File: src/rtl/systolic_result_reader.sv
// -----------------------------------------------------------------------------
// systolic_result_reader
//
// Controller and result reader for the 3x3 systolic multiplier. One START
// pulse clears the array for one cycle, enables it, waits for MULTI_OVER and
// then captures all nine results in a single cycle. The captured matrix is
// streamed out row-major over a valid/ready handshake. Timeouts and START
// requests that arrive while busy are reported through sticky flags.
//
// Ports:
//   clk, rst_n               clock (rising edge), async active-low reset
//   start                    single-cycle request to run one multiply
//   clr_err                  clears timeout_err and start_drop
//   c_in_1x1 .. c_in_3x3     result elements C(i,j) from the array
//   multi_over               array done/valid flag
//   array_en                 drives the array ENABLE input
//   array_clr_n              drives the array RST input (active-low clear)
//   out_data/out_idx         current element and its row-major index 0..8
//   out_valid/out_ready      output handshake
//   out_last                 marks element 8
//   busy                     high in any state except IDLE
//   done                     one-cycle pulse after element 8 is accepted
//   timeout_err, start_drop  sticky error flags
// -----------------------------------------------------------------------------
module systolic_result_reader #(
   parameter int WIDTH_SUM = 8,
   parameter int TIMEOUT   = 32
) (
   input  logic                 clk,
   input  logic                 rst_n,
   input  logic                 start,
   input  logic                 clr_err,
   input  logic [WIDTH_SUM-1:0] c_in_1x1,
   input  logic [WIDTH_SUM-1:0] c_in_1x2,
   input  logic [WIDTH_SUM-1:0] c_in_1x3,
   input  logic [WIDTH_SUM-1:0] c_in_2x1,
   input  logic [WIDTH_SUM-1:0] c_in_2x2,
   input  logic [WIDTH_SUM-1:0] c_in_2x3,
   input  logic [WIDTH_SUM-1:0] c_in_3x1,
   input  logic [WIDTH_SUM-1:0] c_in_3x2,
   input  logic [WIDTH_SUM-1:0] c_in_3x3,
   input  logic                 multi_over,
   output logic                 array_en,
   output logic                 array_clr_n,
   output logic [WIDTH_SUM-1:0] out_data,
   output logic [3:0]           out_idx,
   output logic                 out_valid,
   input  logic                 out_ready,
   output logic                 out_last,
   output logic                 busy,
   output logic                 done,
   output logic                 timeout_err,
   output logic                 start_drop
);

   typedef enum logic [1:0] {ST_IDLE, ST_CLEAR, ST_RUN, ST_DRAIN} state_t;

   localparam logic [7:0] TIMER_MAX = 8'(TIMEOUT - 1);
   localparam logic [3:0] LAST_IDX  = 4'd8;

   state_t               state_q, state_d;
   logic [7:0]           timer_q, timer_d;
   logic [WIDTH_SUM-1:0] buf_q [9];
   logic [WIDTH_SUM-1:0] buf_d [9];
   logic [WIDTH_SUM-1:0] c_in  [9];
   logic [3:0]           next_idx;

   logic                 array_en_d, array_clr_n_d, out_valid_d, out_last_d;
   logic                 busy_d, done_d, timeout_err_d, start_drop_d;
   logic [WIDTH_SUM-1:0] out_data_d;
   logic [3:0]           out_idx_d;

   assign c_in[0]  = c_in_1x1;
   assign c_in[1]  = c_in_1x2;
   assign c_in[2]  = c_in_1x3;
   assign c_in[3]  = c_in_2x1;
   assign c_in[4]  = c_in_2x2;
   assign c_in[5]  = c_in_2x3;
   assign c_in[6]  = c_in_3x1;
   assign c_in[7]  = c_in_3x2;
   assign c_in[8]  = c_in_3x3;

   assign next_idx = out_idx + 4'd1;

   // Next-state and next-output logic. Every output is registered, so this
   // block computes the value each output takes after the coming edge.
   always_comb begin
      // NOTE: every signal gets a default first so no path leaves it unassigned (no latches).
      state_d       = state_q;
      timer_d       = timer_q;
      buf_d         = buf_q;
      array_en_d    = array_en;
      array_clr_n_d = array_clr_n;
      out_data_d    = out_data;
      out_idx_d     = out_idx;
      out_valid_d   = out_valid;
      out_last_d    = out_last;
      busy_d        = busy;
      done_d        = 1'b0;

      // Clear first so a set condition on the same edge overrides it.
      timeout_err_d = timeout_err & ~clr_err;
      start_drop_d  = start_drop  & ~clr_err;

      // START is only honoured in IDLE; anywhere else it is a drop, including
      // the edge on which DRAIN hands back to IDLE.
      if (start && state_q != ST_IDLE) begin
         start_drop_d = 1'b1;
      end

      unique case (state_q)
         ST_IDLE: begin
            if (start) begin
               state_d       = ST_CLEAR;
               busy_d        = 1'b1;
               array_clr_n_d = 1'b0;
               array_en_d    = 1'b0;
            end
         end

         ST_CLEAR: begin
            state_d       = ST_RUN;
            array_clr_n_d = 1'b1;
            array_en_d    = 1'b1;
            timer_d       = '0;
         end

         ST_RUN: begin
            // Capture takes priority over the timeout on the same edge.
            if (multi_over) begin
               buf_d       = c_in;
               state_d     = ST_DRAIN;
               array_en_d  = 1'b0;
               out_valid_d = 1'b1;
               out_idx_d   = '0;
               out_data_d  = c_in[0];
               out_last_d  = 1'b0;
            end else if (timer_q == TIMER_MAX) begin
               state_d       = ST_IDLE;
               array_en_d    = 1'b0;
               busy_d        = 1'b0;
               timeout_err_d = 1'b1;
            end else begin
               timer_d = timer_q + 8'd1;
            end
         end

         ST_DRAIN: begin
            // out_valid is always high here, so acceptance is just out_ready.
            if (out_ready) begin
               if (out_idx == LAST_IDX) begin
                  state_d     = ST_IDLE;
                  out_valid_d = 1'b0;
                  out_last_d  = 1'b0;
                  out_idx_d   = '0;
                  busy_d      = 1'b0;
                  done_d      = 1'b1;
               end else begin
                  out_idx_d  = next_idx;
                  out_data_d = buf_q[next_idx];
                  out_last_d = (next_idx == LAST_IDX);
               end
            end
         end

         default: state_d = ST_IDLE;
      endcase
   end

   // NOTE: sequential state uses non-blocking assignments so every register samples pre-edge values.
   always_ff @(posedge clk or negedge rst_n) begin
      if (!rst_n) begin
         state_q     <= ST_IDLE;
         timer_q     <= '0;
         array_en    <= 1'b0;
         array_clr_n <= 1'b1;
         out_data    <= '0;
         out_idx     <= '0;
         out_valid   <= 1'b0;
         out_last    <= 1'b0;
         busy        <= 1'b0;
         done        <= 1'b0;
         timeout_err <= 1'b0;
         start_drop  <= 1'b0;
         // NOTE: the capture buffer is reset explicitly; it is nine small registers, not a RAM macro.
         for (int i = 0; i < 9; i++) begin
            buf_q[i] <= '0;
         end
      end else begin
         state_q     <= state_d;
         timer_q     <= timer_d;
         array_en    <= array_en_d;
         array_clr_n <= array_clr_n_d;
         out_data    <= out_data_d;
         out_idx     <= out_idx_d;
         out_valid   <= out_valid_d;
         out_last    <= out_last_d;
         busy        <= busy_d;
         done        <= done_d;
         timeout_err <= timeout_err_d;
         start_drop  <= start_drop_d;
         buf_q       <= buf_d;
      end
   end

endmodule

File: config.mk
export PLATFORM = sky130hd
export DESIGN_NAME = systolic_result_reader
export DESIGN_NICKNAME = d
export VERILOG_FILES = /design/src/rtl/systolic_result_reader.sv
export SDC_FILE = /design/constraint.sdc
export NUM_CORES = 1
export LEC_CHECK = 0
export ABC_AREA = 0
export ABC_CLOCK_PERIOD_IN_PS = 2300
export CAP_MARGIN = 20
export CELL_PAD_IN_SITES_DETAIL_PLACEMENT = 1
export CELL_PAD_IN_SITES_GLOBAL_PLACEMENT = 2
export CORE_UTILIZATION = 35
export CTS_CLUSTER_DIAMETER = 50
export DETAILED_ROUTE_END_ITERATION = 10
export MAX_ROUTING_LAYER = met4
export PLACE_DENSITY_LB_ADDON = 0.1
export SYNTH_ARGS = -nofsm -noshare
export SYNTH_HDL_FRONTEND = slang
export SYNTH_SLANG_ARGS = --single-unit
File: constraint.sdc
create_clock -name clk -period 2.3 [get_ports clk]
set_input_delay 0.23 -clock clk [delete_from_list [all_inputs] [get_ports clk]]
set_output_delay 0.23 -clock clk [all_outputs]
set_load 0.01 [all_outputs]
==> results.toml, run 1 <==
# yosys + openroad results
[critical_path]
path_cells = "ha_1, or4b_4, o21ai_2, a31oi_1, a41oi_1"
reg2regPathDepth = 5
arrival_ns = 2.29
end_kind = "register"
crit_cells = 5
crit_type = "reg -> reg"
path_delay_family = "AND-OR/OR-AND gates"
cp_max_fo = 12

[run_status]
outcome = "finished, final reports clean"

[yosys]
netlist_logic_family_top = "multiplexers"
xor_share_pct = 0.907
edf_count = 0
ys_cells = 365
synthCells = 365
netlist_area_sq_mm = 0.00483
synth_seq_share_pct = 52.9

[floorplan]
rows = 42
core_area_sq_mm = 0.0133

[power]
seq_power_mw = 3.05
ir_drop_uv = 581
combPwrFrac_pct = 40.4

[placement]
place_area_sq_mm = 0.00608
dp_hpwl_um = 8940

[timing]
finalClockPeriodUsage_pct = 87.8
clock_skew_ns = 0.00727
fmax_mhz = 495
finalSetupTns_ns = 0

[clocking]
cts.path.max_buffers = 2

[layout]
signal_buffers = 114
antenna_cells = 0
num-fill-cells = 1385
nClkBuffers = 9
final_cell_mix = "101 x dfrtp_1, 96 x clkdlybuf4s50_1, 72 x mux2_2, 24 x nand3_1, 19 x o22ai_1"
inverters = 13
syn2layout_area_growth_pct = 33.3

[global_routing]
antenna_found_initial = 0
run 1: final timing paths:
check	startpoint	to	slack, ns
hold / removal	rst_n	buf_q[36]	0.43
min in group clk	c_in_3x2[7]	buf_q[15]	0.48
max in group asynchronous	rst_n	array_clr_n	1.19
hold reg to reg	buf_q[30]	buf_q[30]	0.50
setup / recovery	timer_q[0]	state_q[1]	0.28
setup reg to reg	timer_q[0]	state_q[1]	0.28
run 1: synthesized netlist by cell type (3+ instances only):
master | count | share of area [%]
mux2_2 | 72 | 17
nor2b_1 | 4 | 0.52
a31oi_1 | 10 | 1.3
o22ai_1 | 19 | 2.5
xnor2_1 | 3 | 0.54
nand3_1 | 24 | 2.5
a22o_1 | 4 | 0.73
inv_1 | 13 | 1.0
nand4_1 | 3 | 0.39
ha_1 | 8 | 2.1
a21oi_1 | 8 | 0.83
dfrtp_1 | 101 | 52
nor2_1 | 8 | 0.62
buf_4 | 3 | 0.47
nand2_1 | 9 | 0.70
nand2b_1 | 5 | 0.65
buf_2 | 11 | 1.1
o21ai_0 | 9 | 0.93
mux4_2 | 16 | 7.5
run 1: layer usage:
metal,share of wire (%),vias up,GRT usage (%),wire length [um]
met2,48,89,29.1,5780
met4,2.3,0,6.95,279
li1,-,1589,-,-
met3,4.8,13,5.17,584
met1,45,1746,24.3,5420
met5,0,-,-,0
run 1: through the flow:
step	total power, mW	hold WS (ns)
6_report	8.01	0.426
3_5_place_dp	6.35	0.258
3_3_place_gp	6.25	0.257
5_1_grt	8.54	0.476
4_1_cts	8.11	0.449
2_1_floorplan	5.17	-0.0656
run 1: flip-flops by register name, indices dropped and copies added (netlist names):
signal and flops:
state_q 2, out_idx 4, done 1, array_en 1, out_last 1, timer_q 8, buf_q 72, array_clr_n 1
timeout_err 1, out_valid 1, out_data 8, start_drop 1, busy 1
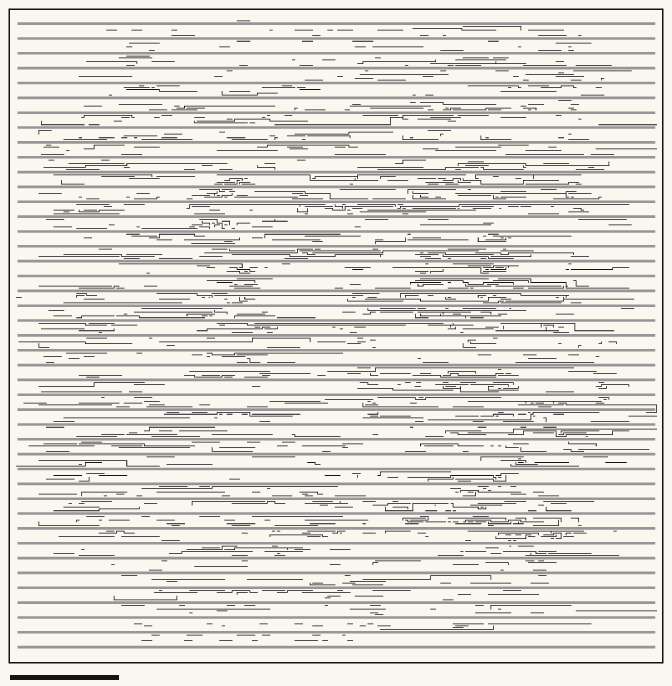
Fig. 1. Met1 routing (run 1).
The bar under the picture is 20 um long. Supply wires on this layer in gray.
The wires run mostly horizontal. The layer holds 45% of the routed length. 490 nets have wire on it. The layer carries 5420 um of wire. The longest straight run is 36.3 um.

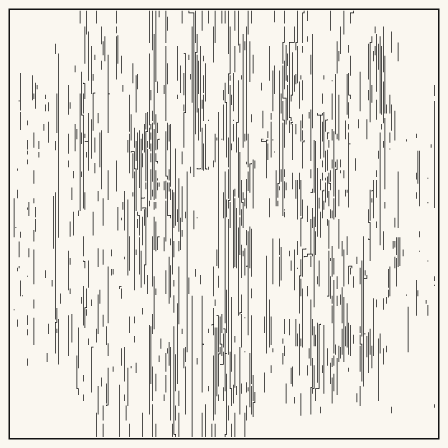
Fig. 2. Met2 routing (run 1).
The layer holds 48% of the routed length. 515 nets have wire on it. The wires run mostly vertical. The longest straight run is 51.3 um. The layer carries 5780 um of wire.

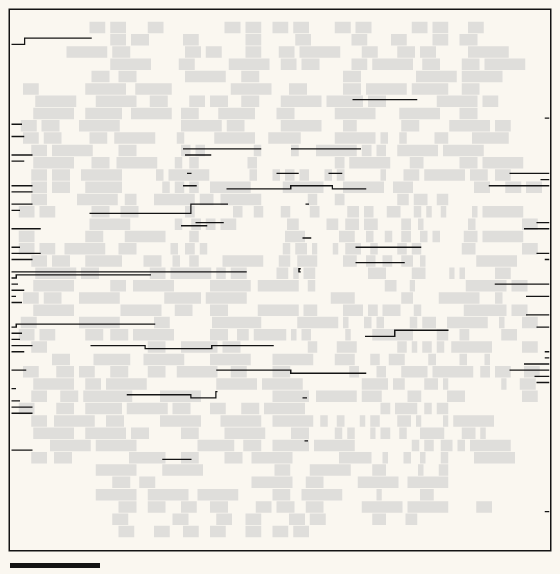
Fig. 3. Met3 routing (run 1).
The bar under the picture is 20 um long. Cells faint in the background.
62 nets have wire on it. The layer carries 584 um of wire. The longest straight run is 51.8 um. The layer holds 4.8% of the routed length. The wires run mostly horizontal.

==> run 2, diff against run 1 <==
- CAP_MARGIN: 20 -> 25
- CORE_MARGIN: not set -> 1.5
- GPL_TIMING_DRIVEN: not set -> 0
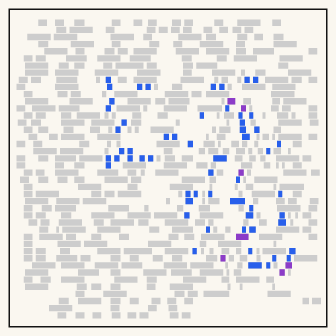
Fig. 4. Gate families picked out (run 2).
Key: blue = inverting AOI/OAI gates [cells 57]; purple = AND and OR gates [cells 7]

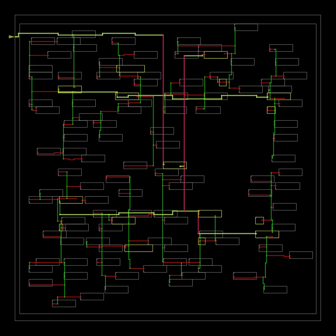
Fig. 5. Clock nets (run 2).
seq_cells: 102
# clock sinks: 102

==> results.toml, run 2 <==
# yosys + openroad results
[critical_path]
reg2regPathDepth = 5
r2r_start = "out_idx[1]"
crit_cells = 5
arrival_ns = 2.43
end_kind = "register"
cp_max_fo = 9
crit_end = "out_data[0]"
startpoint = "out_idx[1]"
crit_type = "reg -> reg"
reg2reg_slack_ns = 0.15

[timing]
clock_skew_ns = 0.00965
finalClockPeriodUsage_pct = 93.7
fmax_mhz = 464
finalSetupTns_ns = 0

[layout]
largest_reg_flops = 72
top_regs = "buf_q (72), out_data (8), timer_q (8)"
final_cell_mix = "100 x dfrtp_1, 96 x clkdlybuf4s50_1, 72 x mux2_2, 24 x nand3_1, 19 x o22ai_1"
top_register = "buf_q"
num-fill-cells = 1422

[yosys]
edf_count = 0
top_cell = "dfrtp_1"
synth_seq_share_pct = 52.9
synthCells = 365
ys_cells = 365
ys_top_cells_by_count = "101 x dfrtp_1, 72 x mux2_2, 24 x nand3_1"
netlist_area_sq_mm = 0.00483

[placement]
place_area_sq_mm = 0.00604
dp_hpwl_um = 9260

[power]
combPwrFrac_pct = 40.9
seq_power_mw = 3.05
p_total_mw = 7.97

[run_status]
outcome = "finished, final reports clean"

[global_routing]
antenna_found_initial = 0

[floorplan]
core_area_sq_mm = 0.0133
rows = 42
[run 2: cell counts after synthesis]
Identical to the previous run, type by type.
[run 2: worst min-delay path by stage]
stage               slack (ns)          end   startpoint
global route              0.40   timer_q[3]        rst_n
CTS                       0.38   timer_q[1]        rst_n
finish                    0.36   timer_q[3]        rst_n
global placement          0.48  array_clr_n  array_clr_n
detailed placement        0.21   timer_q[3]        rst_n
floorplan                -0.07     array_en        rst_n
[run 2: kinds of logic (layout without fill, tap and decap cells)]
family / Yosys count / in the layout / share of synthesized area, %
AOI/OAI and AO/OA: 64 / 64 / 8.99
adders and majority gates: 8 / 8 / 2.07
muxes: 90 / 90 / 24.7
xor gates and xnor gates: 5 / 5 / 0.907
and+or+nand+nor: 66 / 66 / 7.46
buffers and inverters: 30 / 147 / 3.01
DFF: 102 / 102 / 52.9
[run 2: area by class of cell]
type / instances / area [sq um] / share of cell area [%]
repair buffers: 101 / 1020 / 15.9
clock buffers: 10 / 229 / 3.56
plain buffers: 17 / 115 / 1.79
multi-input cells: 233 / 2140 / 33.4
inverters: 13 / 48.8 / 0.759
clock inverters: 6 / 92.6 / 1.44
flip-flops and latches: 102 / 2550 / 39.8
well taps: 176 / 220 / 3.43
[run 2: timing repair]
item / 4_1_cts / 5_1_grt
cloned: 0 / 0
endpoints found under the hold margin: 30 / 0
resized: 7 / 5
pin swaps: 1 / 0
buffers inserted: 2 / 0
hold buffers: 1 / 0
setup endpoints to repair: 10 / 14
[run 2: metal layers]
layer	up-vias	global-route usage, %	wire, um
met4	0	4.63	121
met1	1775	25.6	5790
met3	8	4.91	462
li1	1598	-	-
met2	61	32.2	6460
met5	-	-	0
==> run 3, diff against run 2 <==
- CAP_MARGIN: 25 -> not set
- CTS_CLUSTER_SIZE: not set -> 12
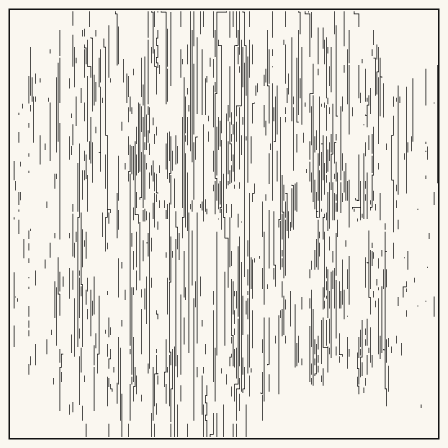
Fig. 6. Met2 routing (run 3).
The layer carries 6460 um of wire. The layer holds 50% of the routed length. The wires run mostly vertical.

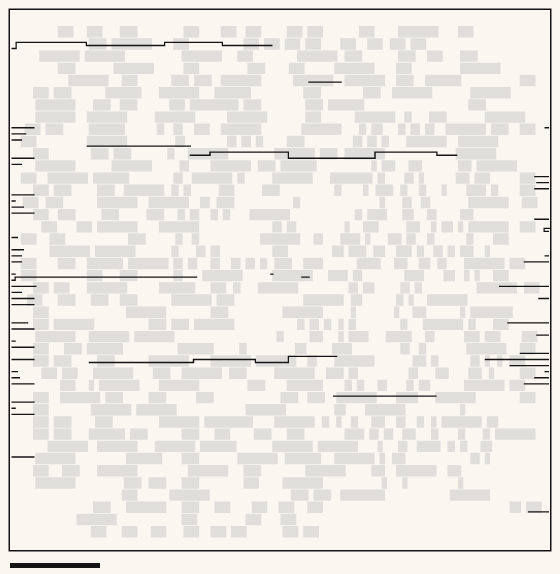
Fig. 7. Met3 routing (run 3).
The bar under the picture is 20 um long. Cells faint in the background.
The longest straight run is 40.5 um. 52 nets have wire on it. The wires run mostly horizontal. The layer holds 3.6% of the routed length.

==> results.toml, run 3 <==
# yosys + openroad results
[yosys]
ys_top_cells_by_count = "101 x dfrtp_1, 72 x mux2_2, 24 x nand3_1"
netlist_area_sq_mm = 0.00483
synthCells = 365
edf_count = 0
ys_cells = 365
synth_seq_share_pct = 52.9

[timing]
clock_skew_ns = 0.00965
fmax_mhz = 464
finalClockPeriodUsage_pct = 93.7

[critical_path]
cp_max_fo = 9
crit_cells = 5
crit_type = "reg -> reg"
reg2regPathDepth = 5
arrival_ns = 2.43
r2r_start = "out_idx[1]"

[global_routing]
antenna_found_initial = 0

[layout]
comb_area_sq_mm = 0.00214
area_dominant_class = "flip-flops and latches"
top_register = "buf_q"
comb_share_pct = 33.4
inverters = 13
top_regs = "buf_q (72), out_data (8), timer_q (8)"
final_cell_mix = "100 x dfrtp_1, 96 x clkdlybuf4s50_1, 72 x mux2_2, 24 x nand3_1, 19 x o22ai_1"
signal_buffers = 118
largest_reg_flops = 72
num-fill-cells = 1422
comb_cells = 233
seqAreaFraction_pct = 39.8

[run_status]
outcome = "finished, final reports clean"

[clocking]
cts.sinks = 102

[power]
p_total_mw = 7.97
combPwrFrac_pct = 40.9

[floorplan]
rows = 42
core_area_sq_mm = 0.0133

[placement]
dp_hpwl_um = 9260
run 3: cell counts after synthesis:
No cell type changed its count.
run 3: cells by family (layout without fill, tap and decap cells):
logic type | after synthesis | in the layout | share of synthesized area (%)
fa+ha+maj | 8 | 8 | 2.07
mux | 90 | 90 | 24.7
xor+xnor | 5 | 5 | 0.907
simple gates | 66 | 66 | 7.46
compound gates | 64 | 64 | 8.99
flops | 102 | 102 | 52.9
buf+inv | 30 | 147 | 3.01
run 3: power by group through the flow:
| stage | Combinational, mW | Clock, mW | Sequential [mW] |
|---|---|---|---|
| after floorplan | 2.19 | 0 | 2.97 |
| after global placement | 3.17 | 0 | 3.05 |
| after detailed placement | 3.23 | 0 | 3.08 |
| after CTS | 3.30 | 1.70 | 3.05 |
| after global routing | 3.56 | 1.77 | 3.17 |
| final | 3.26 | 1.66 | 3.05 |
run 3: worst reg2reg max path: stages (launching register included):
cell	delay (ns)
dfrtp_1	0.53
ha_1	0.36
nand2_1	0.12
o22ai_1	0.69
nand3_1	0.18
a31oi_1	0.21
run 3: through the flow:
step                TNS [ns]  instance area (sq um)
floorplan                  0                   4830
global placement     -305.62                   6020
detailed placement     -5.53                   6040
CTS                        0                   6410
global route               0                   6430
finish                     0                   6430
run 3: routing by layer:
metal  routed length [um]  up-vias  GRT usage [%]
met3                  462        8           4.91
met4                  121        0           4.63
li1                     -     1598              -
met5                    0        -              -
met1                 5790     1775           25.6
met2                 6460       61           32.2
run 3: what timing repair did:
| item | 4_1_cts | 5_1_grt |
|---|---|---|
| setup endpoints to repair | 10 | 14 |
| hold buffers | 1 | 0 |
| pin swaps | 1 | 0 |
| buffers inserted | 2 | 0 |
| resized | 7 | 5 |
| hold endpoints to repair | 30 | 0 |
No activity file was given, so power comes from the tool's default toggle rates.
